===== src/rtl/ahb_pixel_dma_master.sv =====
// AHB-Lite single-word DMA master: copies cfg_word_cnt words from a source
// region into the pixel/event loader window, one read and one write per word.
module ahb_pixel_dma_master #(
    parameter int CNT_W    = 11,
    parameter int ADDR_INC = 4
) (
    input  logic             hclk,
    input  logic             hrst_b,
    input  logic             cfg_start,
    input  logic [31:0]      cfg_src_addr,
    input  logic [31:0]      cfg_dst_addr,
    input  logic [CNT_W-1:0] cfg_word_cnt,
    output logic             busy,
    output logic             done,
    output logic             err,
    output logic [31:0]      m_haddr,
    output logic [1:0]       m_htrans,
    output logic             m_hwrite,
    output logic [2:0]       m_hsize,
    output logic [2:0]       m_hburst,
    output logic [31:0]      m_hwdata,
    input  logic [31:0]      m_hrdata,
    input  logic             m_hready,
    input  logic [1:0]       m_hresp
);

    typedef enum logic [2:0] {
        IDLE,
        RD_ADDR,
        RD_DATA,
        WR_ADDR,
        WR_DATA,
        FIN
    } state_t;

    localparam logic [1:0]  HTRANS_IDLE   = 2'b00;
    localparam logic [1:0]  HTRANS_NONSEQ = 2'b10;
    localparam logic [31:0] INC           = 32'(ADDR_INC);
    localparam logic [CNT_W-1:0] ONE      = CNT_W'(1);

    state_t           state;
    logic [31:0]      src;
    logic [31:0]      dst;
    logic [31:0]      data;
    logic [CNT_W-1:0] remaining;
    logic             resp_err;

    assign resp_err = (m_hresp == 2'b01);
    assign m_hsize  = 3'b010;
    assign m_hburst = 3'b000;

    // Address-phase outputs are loaded on the edge that enters RD_ADDR/WR_ADDR,
    // so each state sees its bus signals already in place.
    always_ff @(posedge hclk or negedge hrst_b) begin
        if (!hrst_b) begin
            state     <= IDLE;
            src       <= '0;
            dst       <= '0;
            data      <= '0;
            remaining <= '0;
            busy      <= 1'b0;
            done      <= 1'b0;
            err       <= 1'b0;
            m_haddr   <= '0;
            m_htrans  <= HTRANS_IDLE;
            m_hwrite  <= 1'b0;
            m_hwdata  <= '0;
        end else begin
            done <= 1'b0;
            case (state)
                IDLE: begin
                    if (cfg_start) begin
                        src       <= cfg_src_addr;
                        dst       <= cfg_dst_addr;
                        remaining <= cfg_word_cnt;
                        err       <= 1'b0;
                        busy      <= 1'b1;
                        if (cfg_word_cnt == '0) begin
                            state <= FIN;
                        end else begin
                            state    <= RD_ADDR;
                            m_htrans <= HTRANS_NONSEQ;
                            m_hwrite <= 1'b0;
                            m_haddr  <= cfg_src_addr;
                        end
                    end
                end
                RD_ADDR: begin
                    if (m_hready) begin
                        m_htrans <= HTRANS_IDLE;
                        state    <= RD_DATA;
                    end
                end
                RD_DATA: begin
                    if (m_hready) begin
                        if (resp_err) begin
                            err   <= 1'b1;
                            state <= FIN;
                        end else begin
                            data     <= m_hrdata;
                            state    <= WR_ADDR;
                            m_htrans <= HTRANS_NONSEQ;
                            m_hwrite <= 1'b1;
                            m_haddr  <= dst;
                        end
                    end else if (resp_err) begin
                        err <= 1'b1;
                    end
                end
                WR_ADDR: begin
                    if (m_hready) begin
                        m_htrans <= HTRANS_IDLE;
                        m_hwdata <= data;
                        state    <= WR_DATA;
                    end
                end
                WR_DATA: begin
                    if (m_hready) begin
                        if (resp_err) begin
                            err   <= 1'b1;
                            state <= FIN;
                        end else begin
                            src       <= src + INC;
                            dst       <= dst + INC;
                            remaining <= remaining - ONE;
                            if (remaining == ONE) begin
                                state <= FIN;
                            end else begin
                                state    <= RD_ADDR;
                                m_htrans <= HTRANS_NONSEQ;
                                m_hwrite <= 1'b0;
                                m_haddr  <= src + INC;
                            end
                        end
                    end else if (resp_err) begin
                        err <= 1'b1;
                    end
                end
                FIN: begin
                    done  <= 1'b1;
                    busy  <= 1'b0;
                    state <= IDLE;
                end
                default: state <= IDLE;
            endcase
        end
    end

endmodule

===== config.mk =====
export PLATFORM = sky130hd
export DESIGN_NAME = ahb_pixel_dma_master
export DESIGN_NICKNAME = d
export VERILOG_FILES = /design/src/rtl/ahb_pixel_dma_master.sv
export SDC_FILE = /design/constraint.sdc
export NUM_CORES = 1
export LEC_CHECK = 0
export CORE_ASPECT_RATIO = 0.75
export CORE_MARGIN = 2
export CORE_UTILIZATION = 52
export DETAILED_ROUTE_END_ITERATION = 10
export PLACE_DENSITY = 0.88
export SYNTH_ARGS = -nofsm -noshare
export SYNTH_HDL_FRONTEND = slang
export SYNTH_SLANG_ARGS = --single-unit

===== constraint.sdc =====
create_clock -name hclk -period 2.4 [get_ports hclk]
set_input_delay 0.6 -clock hclk [delete_from_list [all_inputs] [get_ports hclk]]
set_output_delay 0.6 -clock hclk [all_outputs]
set_load 0.01 [all_outputs]

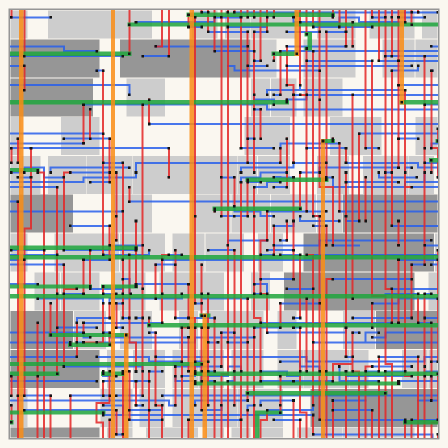
Run 1: close-up of the layout
Region (65, 21) to (95, 51) um. Cells in gray, sequential cells in the stronger gray; small squares are vias.
Key: met1 = blue; met4 = orange; met3 = green; met2 = red
Most frequent: buf_4 (9), dfrtp_1 (8). 72 logic cells have their middle in the window. Sequential cells in the window: 8. Netlist names of flops here include dst (6), src (2).

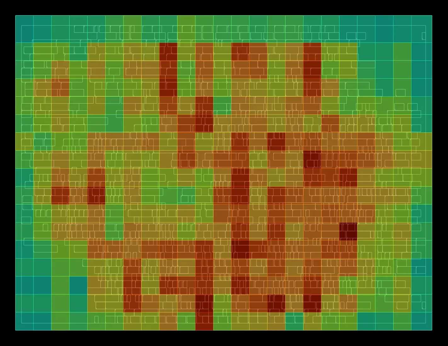
Run 1: routing congestion map
M1 GR Usage: 39.46%
met2 global-route usage: 42.99%
GRT Max-Usage Layer: met2
GRT Overall Usage: 28.02%
GRT met3 Usage: 6.930%

==> impl_metrics.tcl, run 1 <==
# implementation run metrics
set metrics [dict create \
    hp-class "in2async" \
    finClkSkew_ns 0.01161 \
    synth.most_common_cell "dfrtp_1" \
    dp_cells 1390 \
    n_sequential_cell 179 \
    routed-wl-met2_mm 12.15 \
    stdcell_count 1423 \
    clkbuf_count 18 \
    wl_per_cell_um 18.91 \
    status "complete, no violations" \
    avgSynthCellArea_um2 9.517 \
    final-nonclk-buf-share_pct 19.52 \
    crit_path_start_kind "register" \
    crit_chain "ha_1, and4_1, nand3_1, buf_4, o31a_1, o21ai_0, a31oi_1" \
    num-multi-input-gates 717 \
    synth_seq_share_pct 47.35 \
    cpPeakStageDelay_ns 0.47 \
    coreArea_um2 17710 \
    yosys_area_um2 9460 \
    r2r-end "src[26]$_DFFE_PN0P_" \
    grt_first_pass_wirelength_mm 42.83 \
    endpoint "src[26]$_DFFE_PN0P_" \
    seqPwrFrac_pct 38.1 \
    vias 8763 \
    relSlewSlack_pct 58.79 \
    synthCells 994 \
    p_leak_nw 4.944 \
    place_congestion 0.9511 \
    top_layer_used "met4" \
    io_pins 189 \
    warnings 28 \
    mi_logic_area_um2 4562 \
    fp_util_pct 53.42 \
    post-place-ws_ns -0.08002 \
    cts_hold_buf 0 \
    rsz0062_at_grt "no" \
    synthTopCellsByArea "dfrtp_1 (47%), mux2_2 (8.1%), a21oi_1 (3.8%), nand2_1 (3.6%), nor2_1 (3.6%)" \
    ir_worst_vdd_v 0.0006452 \
    cts_root_buf "clkbuf_16" \
    ctsLongestPathBuffers 2 \
    non_clock_inverter_count 13 \
    flop_area_um2 4479 \
    common_cells "dfrtp_1 (179), nand2_1 (90), nor2_1 (90)" \
    io_buffer_count 181 \
    cts_setup_buffers 0 \
    clkCellAreaFrac_pct 4.436 \
    die_w_um 159.7 \
    ys_types 65 \
    path_max_fanout 8 \
]
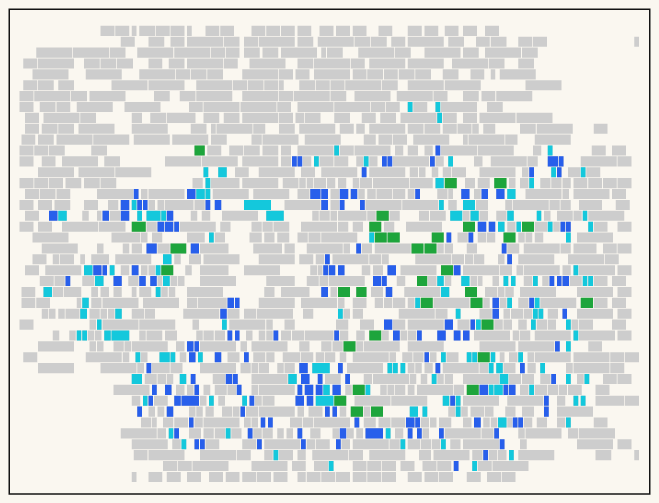
Run 1: logic cells by family
Scale: 4 px per um.
Key: NOR gates = cyan [cells 128]; AND-OR and OR-AND gates = green [cells 33]; NAND gates = blue [cells 156]

==> run 1: registers in the layout (all words and copies together), names as in the netlist, 3 cells and up <==
name and flops:
data 32, remaining 11, src 32, dst 32
m_hwdata 32, state 3, m_haddr 32
==> run 1: critical path, delay by kind of cell (launching register included) <==
kind / cells / cell delay, ns
adder cells (fa/ha/maj): 1 / 0.20
AND/OR/NAND/NOR: 2 / 0.51
flip-flops: 1 / 0.47
AND-OR/OR-AND: 3 / 0.76
buffers and inverters: 1 / 0.22
==> run 1: cells in the final DEF, fill, tap and decap left out, drive strengths merged, types with 9 or more instances in the layout <==
cell	n
nor4	17
and4	9
o22a	15
buf	59
o22ai	19
nand3	37
xnor2	9
a31oi	42
clkbuf	18
nor2	90
nand2	90
dfrtp	179
a21oi	71
mux2	68
o21ai	62
nor3	13
nand4	20
clkdlybuf4s50	180
inv	20
a22oi	26
and3	12
a2bb2oi	14
==> run 1: cell families (layout without fill, tap and decap cells) <==
group,after synthesis,count (layout),share of synthesized area [%]
mux,69,69,8.200
other cells,2,8,0.07938
flops,179,179,47.35
xor+xnor,15,15,1.389
compound gates,298,298,20.47
fa+ha+maj,4,4,0.5291
simple gates,324,324,17.01
buf+inv,103,284,4.973
==> run 1: power by group through the flow <==
stage,registers [W],clock network [W],logic [W]
after detailed placement,0.00585,0,0.00685
after global placement,0.00576,0,0.00663
after CTS,0.00582,0.00266,0.00689
after floorplan,0.00569,0,0.00398
after global routing,0.00608,0.00279,0.00752
final,0.00588,0.00262,0.00691
==> run 1: metrics by stage <==
step	area, um^2	utilization, %	hold slack, ns	setup TNS, ns
after floorplan	9479	-	0.3044	0
after global placement	11800	66.65	0.4600	-0.02008
after detailed placement	11800	66.65	0.4649	-0.1954
after CTS	12350	69.75	0.1505	0
after global routing	12350	69.76	0.1650	0
final	12350	69.76	0.1328	0
==> inputs of run 2 (changes only) <==
SLEW_MARGIN = 20   (was default)
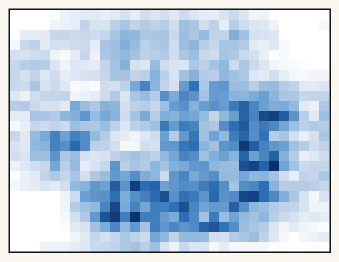
Run 2: wire density map
Scale: 2 px per um. The die is cut into 32 by 24 equal tiles; white is low, dark blue is high, scaled to the fullest tile. Values are wire area over tile area, all layers added.
9.6% of the tiles are nearly empty. The emptiest ninth of the die: north-east. The densest ninth of the die: south. The fullest tile reaches 0.72. 23% of the tiles are over half the peak.

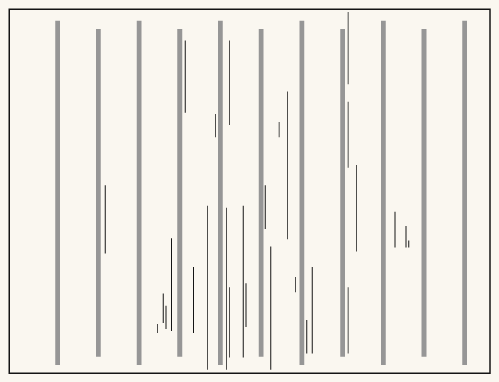
Run 2: M4 wires
Scale: 3 px per um. Supply wires on this layer in gray.
The layer holds 2.3% of the routed length. The layer carries 619 um of wire.

==> impl_metrics.tcl, run 2 <==
# implementation run metrics
set metrics [dict create \
    status "complete, no violations" \
    cts_sinks 179 \
    crit_family "AND-OR/OR-AND gates" \
    warnings 28 \
    non_clock_inverter_count 13 \
    endpoint_kind "register" \
    globalRouteMet1Util_pct 39.46 \
    whs_ns 0.1328 \
    critPathSlowestCell "dfrtp_1" \
    path_max_fanout 8 \
    die_w_um 159.7 \
    rsz0062_at_grt "no" \
    grt.busiest_layer "met2" \
    n_sequential_cell 179 \
    cts_setup_buffers 0 \
    area_dominant_class "combinational gates" \
    final.fill_count 1288 \
    synth_seq_share_pct 47.35 \
    grt-ovfl-total 0 \
    io_pins 189 \
    die_area_um2 19300 \
    coreArea_um2 17710 \
    grt_use_met2_pct 42.99 \
    crit_buf_inv 1 \
    clk_pin_slew_ns 0.07 \
    yosys_warnings 0 \
    top_layer_used "met4" \
    final-nonclk-buf-share_pct 19.52 \
    grt_usage_pct 28.02 \
    fmax_ghz 0.4330 \
    r2r-end "src[26]$_DFFE_PN0P_" \
    top_cell_area_share_pct 47.35 \
    seq_share_pct 36.26 \
    ir_worst_vdd_v 0.0006452 \
    ctsLongestPathBuffers 2 \
    relSlewSlack_pct 58.79 \
    synthCells 994 \
    fp_util_pct 53.42 \
    regToRegStartpoint "src[2]$_DFFE_PN0P_" \
    final_cell_mix "clkdlybuf4s50_1 (180), dfrtp_1 (179), nand2_1 (90), nor2_1 (89), a21oi_1 (71)" \
    clkCellAreaFrac_pct 4.436 \
    io_buffer_count 181 \
    cts_hold_buf 0 \
    seqPwrFrac_pct 38.1 \
    synth.most_common_cell "dfrtp_1" \
    clkbuf_count 18 \
    vias 8763 \
    synthTopCellsByArea "dfrtp_1 (47%), mux2_2 (8.1%), a21oi_1 (3.8%), nand2_1 (3.6%), nor2_1 (3.6%)" \
    mi_logic_area_um2 4562 \
    routed-wl-met2_mm 12.15 \
    syn_area_um2 9460 \
    drt_iter0_markers 1028 \
    place_congestion 0.9511 \
    rows 42 \
    grt_max_degree 59 \
    firstDrtPassIters 7 \
    setup_violations 0 \
    die_h_um 120.8 \
    crit_path_start_kind "register" \
    final_common_cell "clkdlybuf4s50_1" \
    clkLatencyLatePin_ns 0.43 \
    met1Wirelength_mm 11.34 \
    hp-class "in2async" \
    ys_types 65 \
    gr-usage-met3_pct 6.930 \
    cap_violations 0 \
    cts_root_buf "clkbuf_16" \
    num-multi-input-gates 717 \
    p_total_w 0.01541 \
    power.share.switching_pct 39.10 \
    avgSynthCellArea_um2 9.517 \
    crit_chain "ha_1, and4_1, nand3_1, buf_4, o31a_1, o21ai_0, a31oi_1" \
    hpwl_mm 19.51 \
    p_comb_share_pct 44.9 \
    cpPeakStageDelay_ns 0.47 \
    flop_area_um2 4479 \
    cp.required_ns 2.69 \
    grt_first_pass_wirelength_mm 42.83 \
    area_growth_pct 30.59 \
    cts_tree "built" \
    p_leak_nw 4.944 \
    finClkSkew_ns 0.01161 \
    wl_per_cell_um 18.91 \
    nonClockBufferCount 239 \
    common_cells "dfrtp_1 (179), nand2_1 (90), nor2_1 (90)" \
    yosys_area_um2 9460 \
]
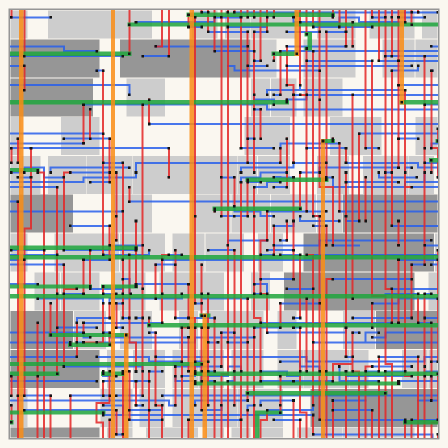
Run 2: close-up of the layout
Region (65, 21) to (95, 51) um. Cells in gray, sequential cells in the stronger gray; small squares are vias.
Key: met1 = blue; met2 = red; met3 = green; met4 = orange
Sequential cells in the window: 8. 72 logic cells have their middle in the window. Netlist names of flops here include dst (6), src (2). Most frequent: buf_4 (9), dfrtp_1 (8).

==> run 2: cell counts after synthesis <==
No cell type changed its count.
==> run 2: logic make-up after synthesis <==
kind of cell / Yosys count / share of synthesized area (%)
other: 2 / 0.07938
flip-flops: 179 / 47.35
AND/OR/NAND/NOR: 324 / 17.01
XOR/XNOR: 15 / 1.389
multiplexers: 69 / 8.200
AND-OR/OR-AND: 298 / 20.47
adder cells (fa/ha/maj): 4 / 0.5291
buffers and inverters: 103 / 4.973
==> run 2: power by group through the flow <==
stage	combinational, W	sequential (W)	clock (W)
floorplan	0.00398	0.00569	0
global placement	0.00663	0.00576	0
detailed placement	0.00685	0.00585	0
CTS	0.00689	0.00582	0.00266
global route	0.00752	0.00608	0.00279
finish	0.00691	0.00588	0.00262
==> run 2: metrics by stage <==
step | cell area [um^2] | setup slack, ns | setup TNS [ns] | utilization (%) | std cells
after detailed placement | 11800 | -0.08002 | -0.1954 | 66.65 | 1390
after global placement | 11800 | -0.01309 | -0.02008 | 66.65 | 1390
after CTS | 12350 | 0.1890 | 0 | 69.75 | 1422
final | 12350 | 0.09070 | 0 | 69.76 | 1423
after global routing | 12350 | 0.05858 | 0 | 69.76 | 1423
after floorplan | 9479 | 0.4017 | 0 | - | 999
==> run 2: worst max path at each step <==
stage	from	to	cells after the start
after floorplan	m_hready	src[24]$_DFFE_PN0P_	6
after global placement	m_hresp[1]	src[12]$_DFFE_PN0P_	7
after detailed placement	m_hresp[1]	dst[26]$_DFFE_PN0P_	7
after CTS	src[2]$_DFFE_PN0P_	m_haddr[30]$_DFFE_PN0P_	7
after global routing	src[2]$_DFFE_PN0P_	m_haddr[26]$_DFFE_PN0P_	7
final	src[2]$_DFFE_PN0P_	src[26]$_DFFE_PN0P_	7
Run 2, logic cells by family:
Scale: 4 px per um.
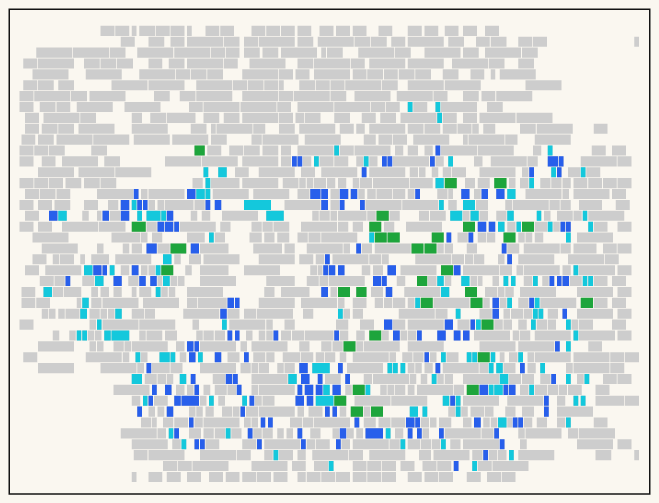

==> inputs of run 3 (changes only) <==
==> constraint.sdc (replaced) <==
create_clock -name hclk -period 2.4 [get_ports hclk]
set_input_delay 0.36 -clock hclk [delete_from_list [all_inputs] [get_ports hclk]]
set_output_delay 0.36 -clock hclk [all_outputs]
set_load 0.01 [all_outputs]
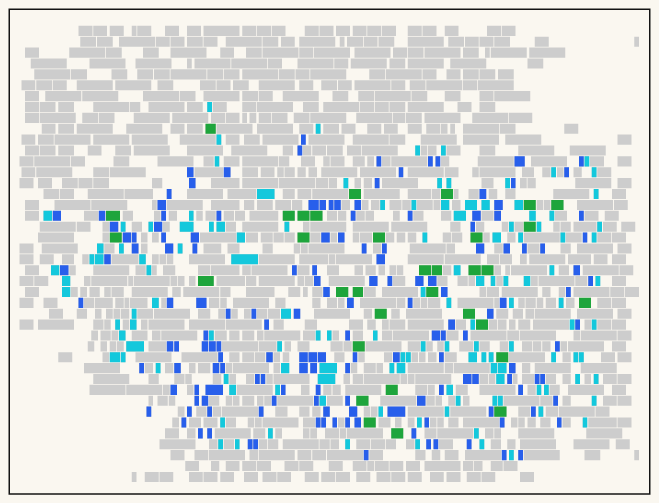
Run 3: logic cells by family
Scale: 4 px per um.
Key: AND-OR and OR-AND gates = green [cells 33]; NOR gates = cyan [cells 128]; NAND gates = blue [cells 156]

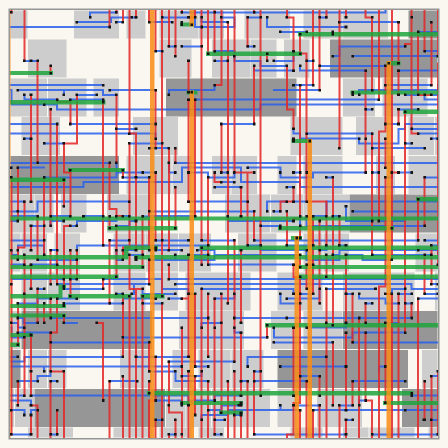
Run 3: close-up of the layout
Region (65, 21) to (95, 51) um. Cells in gray, sequential cells in the stronger gray; small squares are vias.
Key: met2 = red; met4 = orange; met1 = blue; met3 = green
Most frequent: nand2_1 (8), dfrtp_1 (8). Netlist names of flops here include dst (7), src (1). Sequential cells in the window: 8. 77 logic cells have their middle in the window.

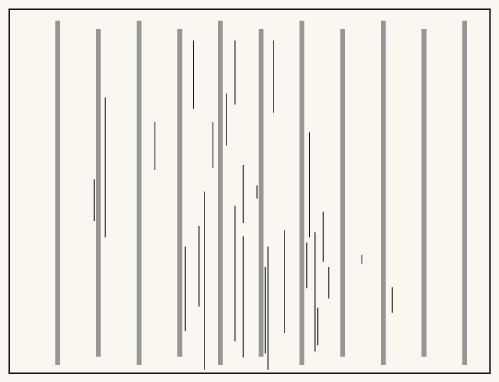
Run 3: M4 wires
Scale: 3 px per um. Supply wires on this layer in gray.
The layer carries 639 um of wire. The longest straight run is 59.2 um. 24 nets have wire on it. The wires run mostly vertical.

==> impl_metrics.tcl, run 3 <==
# implementation run metrics
set metrics [dict create \
    status "complete, no violations" \
    cpPeakStageDelay_ns 0.46 \
    vias 8786 \
    cp.required_ns 2.70 \
    place_congestion 0.9260 \
    crit_chain "ha_1, and4_1, nand3_1, buf_4, o31a_1, o21ai_0, a41oi_1" \
    grt-ovfl-total 0 \
    cap_violations 0 \
    die_w_um 159.7 \
    ir_worst_vdd_v 0.0006345 \
    firstDrtPassIters 6 \
    p_comb_share_pct 44.5 \
    synth.most_common_cell "dfrtp_1" \
    cts_setup_buffers 0 \
    cts_tree "built" \
    hpwl_mm 19.59 \
    warnings 27 \
    avgSynthCellArea_um2 9.517 \
    critPathSlowestCell "dfrtp_1" \
    seqPwrFrac_pct 38.1 \
    area_growth_pct 29.81 \
    crit_buf_inv 1 \
    die_area_um2 19300 \
    final_cell_mix "clkdlybuf4s50_1 (180), dfrtp_1 (179), nand2_1 (90), nor2_1 (89), a21oi_1 (71)" \
    cts_root_buf "clkbuf_16" \
    crit_path_start_kind "register" \
    crit_family "AND-OR/OR-AND gates" \
    ctsLongestPathBuffers 2 \
    setup_slack_ns 0.1412 \
    placed_area_um2 11700 \
    hp-class "in2async" \
    synthTopCellsByArea "dfrtp_1 (47%), mux2_2 (8.1%), a21oi_1 (3.8%), nand2_1 (3.6%), nor2_1 (3.6%)" \
    power_leader "combinational cells" \
    cts_sinks 179 \
    synth_seq_share_pct 47.35 \
    drt_iter0_markers 893 \
    post-place-ws_ns 0.1211 \
    die_h_um 120.8 \
    clkLatencyLatePin_ns 0.43 \
    whs_ns 0.4584 \
    clk_pin_slew_ns 0.08 \
    io_buffer_count 181 \
]
==> run 3: cell counts after synthesis <==
Identical to the previous run, type by type.
==> run 3: metal layers <==
| layer | track usage (%) | part of all wire (%) | vias up |
|---|---|---|---|
| met3 | 7.033 | 10 | 59 |
| met2 | 44.70 | 46 | 530 |
| met4 | 8.295 | 2.3 | 2 |
| met1 | 39.98 | 41 | 4198 |
| li1 | - | - | 3997 |
| met5 | 0 | 0.047 | - |
==> run 3: cell type report <==
cell class / count / area [um^2]
Clock inverter: 15 / 141.4
Inverter: 13 / 48.80
Timing Repair Buffer: 230 / 2321
Sequential cell: 179 / 4479
Multi-Input combinational cell: 717 / 4562
Clock buffer: 17 / 425.4
Tap cell: 242 / 302.8
Fill cell: 1339 / 5429
==> run 3: cells by family (layout without fill, tap and decap cells) <==
family	count (synthesis)	in the layout	share of synthesized area, %
AND/OR/NAND/NOR	324	324	17.01
AND-OR/OR-AND	298	298	20.47
flip-flops	179	179	47.35
buffers and inverters	103	275	4.973
multiplexers	69	69	8.200
XOR/XNOR	15	15	1.389
adder cells (fa/ha/maj)	4	4	0.5291
other	2	7	0.07938
==> run 3: path summary, 6_finish.rpt <==
path | startpoint | to | slack (ns) | depth (start not counted)
hold / removal | hrst_b | m_haddr[13]$_DFFE_PN0P_ | 0.46 | 2
setup / recovery | src[2]$_DFFE_PN0P_ | m_haddr[22]$_DFFE_PN0P_ | 0.14 | 7
max in group asynchronous | hrst_b | m_hwdata[19]$_DFFE_PN0P_ | 1.28 | 3
hold reg to reg | data[8]$_DFFE_PN0P_ | data[8]$_DFFE_PN0P_ | 0.50 | 1
setup reg to reg | src[2]$_DFFE_PN0P_ | m_haddr[22]$_DFFE_PN0P_ | 0.14 | 7
min in group hclk | data[8]$_DFFE_PN0P_ | data[8]$_DFFE_PN0P_ | 0.50 | 1
No activity file was given, so power comes from the tool's default toggle rates.
